--- src/rtl/usbf_sram_arbiter.sv ---
// Buffer SSRAM arbiter between the USB protocol layer (m port) and the
// WISHBONE memory path (w port). The PL side has absolute priority and is
// acknowledged in the same cycle. The WISHBONE side uses idle slots only and
// gets a registered single-cycle ack.
module usbf_sram_arbiter #(
    parameter int SSRAM_HADR = 14
) (
    input  logic                  phy_clk,
    input  logic                  rst,

    // SSRAM pins
    output logic [SSRAM_HADR:0]   sram_adr,
    input  logic [31:0]           sram_din,
    output logic [31:0]           sram_dout,
    output logic                  sram_re,
    output logic                  sram_we,

    // Protocol layer port
    input  logic [SSRAM_HADR:0]   madr,
    output logic [31:0]           mdout,
    input  logic [31:0]           mdin,
    input  logic                  mwe,
    input  logic                  mreq,
    output logic                  mack,

    // WISHBONE port
    input  logic [SSRAM_HADR:0]   wadr,
    output logic [31:0]           wdout,
    input  logic [31:0]           wdin,
    input  logic                  wwe,
    input  logic                  wreq,
    output logic                  wack
);

    logic wsel;
    logic wack_p1;

    // W owns the SRAM while requesting and through its ack cycle, so the
    // address stays put long enough for read data to come back; any PL
    // request takes the SRAM immediately.
    assign wsel      = (wreq | wack_p1) & ~mreq;

    assign sram_adr  = wsel ? wadr : madr;
    assign sram_dout = wsel ? wdin : mdin;

    // Synchronous SRAM: always reading, data returns one cycle later.
    assign sram_re   = 1'b1;

    // A W write fires only in the cycle before wack, so it lands exactly once.
    assign sram_we   = (mreq & mwe) | (~mreq & wreq & wwe & ~wack_p1);

    // PL is never stalled.
    assign mack      = mreq;

    // Both requesters see the shared SRAM read bus.
    assign mdout     = sram_din;
    assign wdout     = sram_din;

    assign wack      = wack_p1;

    // ---- stage p1: WISHBONE ack, pulses one cycle after W wins an idle slot
    always_ff @(posedge phy_clk or negedge rst) begin
        if (!rst) begin
            wack_p1 <= 1'b0;
        end else begin
            wack_p1 <= wreq & ~mreq & ~wack_p1;
        end
    end

endmodule

--- config.mk ---
export PLATFORM = sky130hd
export DESIGN_NAME = usbf_sram_arbiter
export DESIGN_NICKNAME = d
export VERILOG_FILES = /design/src/rtl/usbf_sram_arbiter.sv
export SDC_FILE = /design/constraint.sdc
export NUM_CORES = 1
export LEC_CHECK = 0
export ABC_AREA = 1
export ABC_CLOCK_PERIOD_IN_PS = 1700
export CAP_MARGIN = 20
export CORE_MARGIN = 8
export CORE_UTILIZATION = 23
export CTS_BUF_LIST = sky130_fd_sc_hd__clkbuf_4 sky130_fd_sc_hd__clkbuf_8
export DETAILED_ROUTE_END_ITERATION = 10
export PLACE_DENSITY = 0.94
export SETUP_SLACK_MARGIN = 0.1
export SLEW_MARGIN = 15
export SYNTH_ARGS = -nofsm -noshare
export SYNTH_HDL_FRONTEND = slang
export SYNTH_SLANG_ARGS = --single-unit
--- constraint.sdc ---
create_clock -name phy_clk -period 1.7 [get_ports phy_clk]
set_clock_uncertainty 0.2 [all_clocks]
set_input_delay 0.425 -clock phy_clk [delete_from_list [all_inputs] [get_ports phy_clk]]
set_output_delay 0.425 -clock phy_clk [all_outputs]
set_load 0.01 [all_outputs]
==> run_1/layer_met2.png <==
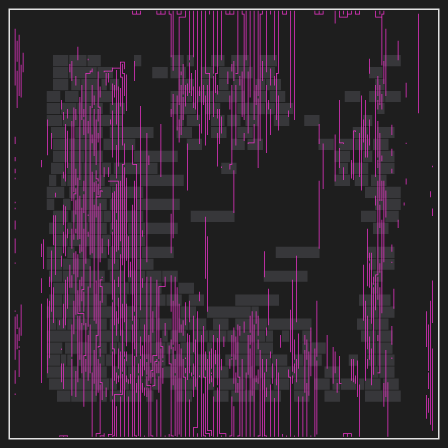
wire length on this layer: 4,480 um
main direction: vertical
nets with wire on the layer: 407
count of vias placed by the detailed router: 2,009
routed wire length: 8480 um
met2 usage: 31.5%

==> run_1/layer_met1.png <==
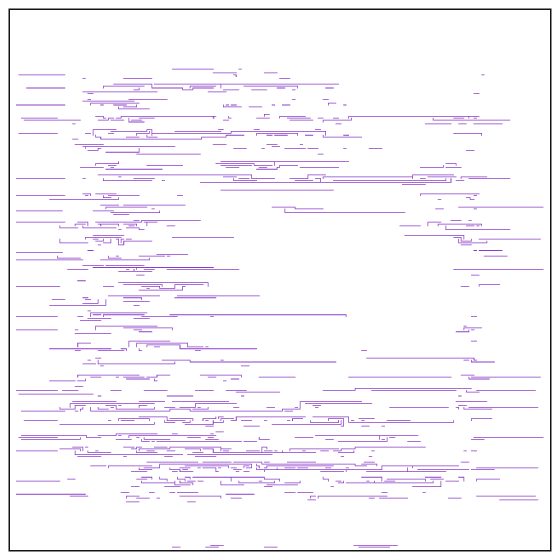
share of all routed wire: 35%
longest straight run: 45.1 um
wire length on this layer: 2,980 um
main direction: horizontal
global routing met1 resource utilization: 16.6%

==> impl_metrics.ini <==
; implementation run metrics
[yosys]
post-synth-top-area-cell = sky130_fd_sc_hd__buf_4
synthesis.area_per_instance_um2 = 6.34
yosys.cell_count.top_type = sky130_fd_sc_hd__nand3_1
cell_types_with_the_highest_counts_after_synthesis = 74 x sky130_fd_sc_hd__nand3_1, 70 x sky130_fd_sc_hd__buf_4, 49 x sky130_fd_sc_hd__nand2_1
yosys_register_bits = 1
synth_nets = 371
ys.warnings.count = 0
yosys-top-cells-area = sky130_fd_sc_hd__buf_4 35%, sky130_fd_sc_hd__nand3_1 24%, sky130_fd_sc_hd__nand3_2 13%
synth_seq_share_pct = 1.65
synth_chip_area_mm2 = 0.00152
syn-instance-count = 239
synth_largest_type_area_fraction_pct = 34.7

[finish]
n_antenna_cell = 0
largest_register_ffs = 1
syn_to_final_growth_pct = 126

[worst_setup_path]
worstSetupPathType = primary input to output port
r2r_cells = 2
max_stage_delay_ps = 130
timing.critical_path.arrival_ps = 1270
endpoint_kind = output port
worst_setup_path_start_kind = primary input
critical_path_required_ps = 1070
timing.critical_path.cells = buf_12 -> buf_12 -> nand2_8 -> buf_6 -> buf_16 -> nand3_2 -> nand2_1 -> buf_2
critical_path.max_fanout = 6
rrSetupSlack_ps = 710
worst_path_max_delay_cell = sky130_fd_sc_hd__buf_6
crit_family = buffers and inverters

[power_and_ir_drop]
power.static_leakage_nw = 1.62
power-per-cell-area_mw_per_mm2 = 307

[drt]
vias_per_cell = 4.85
route.antenna.remaining_nets = 0
detail_route.first_pass.iterations = 4

[placed_design]
count_of_input_and_output_buffers = 149
dp_cells = 390
dp.final_hpwl_um = 5370
gp_routability_congestion = 0.739
dpl_worst_slack_ps = -970

[global_route]
grt_first_pass_wirelength_um = 13200
grt_remaining_overflow = 0
grt_start_max_net_pins = 30
first_global_vias = 2410

[sta]
setup_viol_count_final = 47
finalWorstSetupSlack_ps = -191
finalWorstPathRequiredPeriod_ps = 1890
finalMaxSlewViolations = 0
ratio_of_final_minimum_period_to_clock_period_pct = 111
max_freq_mhz = 529

[run_status]
run_status = complete, but fails checks
failed_checks = negative setup slack

[flow_run]
stage_log_warnings = 31

[die]
chip_area_mm2 = 0.00944
die_w_um = 97.2
number_of_top_level_pins = 247

[clock_tree]
post_cts_buffers = 13
ctsHoldBuffers = 0
==> run_1/logic_types.png <==
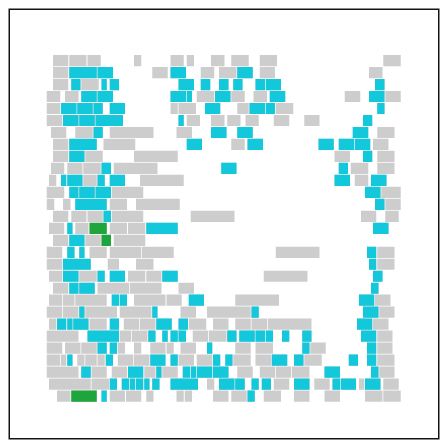
[NAND gates] cyan | cells: 147 | most used: nand3_2 | where: all over the die
[inverters] green | cells: 3
Comb/total area: 34.1%
Top cell excl fill/tap: sky130_fd_sc_hd__clkdlybuf4s50_1
Finished Layout Cells: 414

==> run_1/cell_density.png <==
10 x 10 tiles, from white (low) to dark blue (high), 0 to 100% covered.
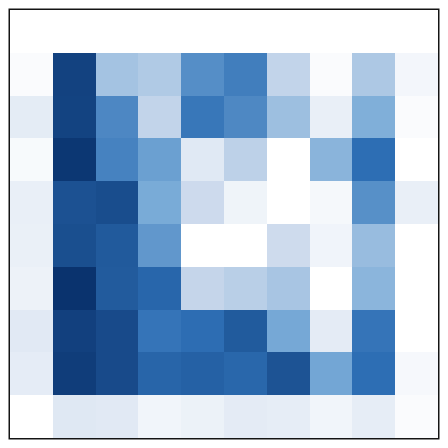
mean over tiles: 35%
densest ninth of the die: left middle
emptiest ninth of the die: top right
Finished Core Util: 53.9%
core outline area: 0.00635 mm2
starting utilization of the core area: 23.9%

run 1: worst register-to-register path, cell delays in order (launching register included):
cell,delay (ps)
sky130_fd_sc_hd__dfrtp_2,450
sky130_fd_sc_hd__buf_4,170
sky130_fd_sc_hd__nor2_1,90
run 1: layer usage:
metal | vias to the layer above | routed length, um | track usage (%)
met5 | - | 0 | 0
met3 | 36 | 784 | 5.19
met1 | 923 | 2980 | 16.6
met2 | 122 | 4480 | 31.5
li1 | 928 | - | -
met4 | 0 | 234 | 5.44
run 1: report_power, final:
part	total [mW]	internal, mW	switching, mW
logic	1.02	0.601	0.421
registers	0.0295	0.0258	0.00372
clock network	0	0	0
run 1: stage by stage:
stage	instance area [um2]	total power [mW]	setup TNS, ps
detailed placement	2630	0.824	-45830
CTS	3310	1.01	-5870
floorplan	1570	0.493	0
finish	3420	1.05	-6290
global placement	2630	0.812	-44630
global route	3420	1.12	-7900
run 1: cell usage in the layout (no fill, tap or decap):
| master | netlist | layout |
|---|---|---|
| sky130_fd_sc_hd__clkdlybuf4s50_1 | 0 | 74 |
| sky130_fd_sc_hd__nand3_2 | 20 | 59 |
| sky130_fd_sc_hd__buf_6 | 9 | 38 |
| sky130_fd_sc_hd__nand2_2 | 3 | 32 |
| sky130_fd_sc_hd__nand3_1 | 74 | 30 |
| sky130_fd_sc_hd__dlygate4sd2_1 | 0 | 24 |
| sky130_fd_sc_hd__nand2_1 | 49 | 17 |
| sky130_fd_sc_hd__buf_2 | 5 | 16 |
| sky130_fd_sc_hd__buf_12 | 2 | 14 |
| sky130_fd_sc_hd__buf_16 | 0 | 11 |
| sky130_fd_sc_hd__buf_4 | 70 | 6 |
| sky130_fd_sc_hd__nand3_4 | 0 | 5 |
| sky130_fd_sc_hd__nand2_8 | 0 | 3 |
| sky130_fd_sc_hd__inv_12 | 0 | 1 |
| sky130_fd_sc_hd__inv_4 | 0 | 1 |
| sky130_fd_sc_hd__inv_8 | 0 | 1 |
| sky130_fd_sc_hd__nand4_1 | 1 | 1 |
| sky130_fd_sc_hd__nor2_1 | 1 | 1 |
| sky130_fd_sc_hd__conb_1 | 1 | 1 |
| sky130_fd_sc_hd__dlymetal6s2s_1 | 0 | 1 |
| sky130_fd_sc_hd__dfrtp_2 | 0 | 1 |
run 1: logic make-up (layout without fill, tap and decap cells):
kind of cell / Yosys count / in the layout / synth area share [%]
buffers and inverters: 89 / 187 / 46.4
flip-flops: 1 / 1 / 1.65
AND/OR/NAND/NOR: 148 / 148 / 51.7
other: 1 / 1 / 0.247
run 1: cell type report:
class / instances / area [um2]
repair buffers: 184 / 2100
multi-input cells: 149 / 1170
well taps: 77 / 96.3
flip-flops and latches: 1 / 26.3
inverters: 3 / 33.8
fillers: 566 / 2930
run 1: worst max-delay path by stage:
| stage | endpoint | cells past startpoint | slack [ps] | start |
|---|---|---|---|---|
| 2_1_floorplan | sram_dout[1] | 6 | 100 | mreq |
| 3_3_place_gp | sram_adr[3] | 7 | -940 | wreq |
| 3_5_place_dp | sram_dout[10] | 7 | -970 | wreq |
| 4_1_cts | sram_adr[7] | 8 | -160 | wreq |
| 5_1_grt | sram_adr[14] | 8 | -220 | wreq |
| 6_report | sram_adr[14] | 8 | -190 | wreq |
Power figures rest on the tool's default switching activity, not on a simulated workload.
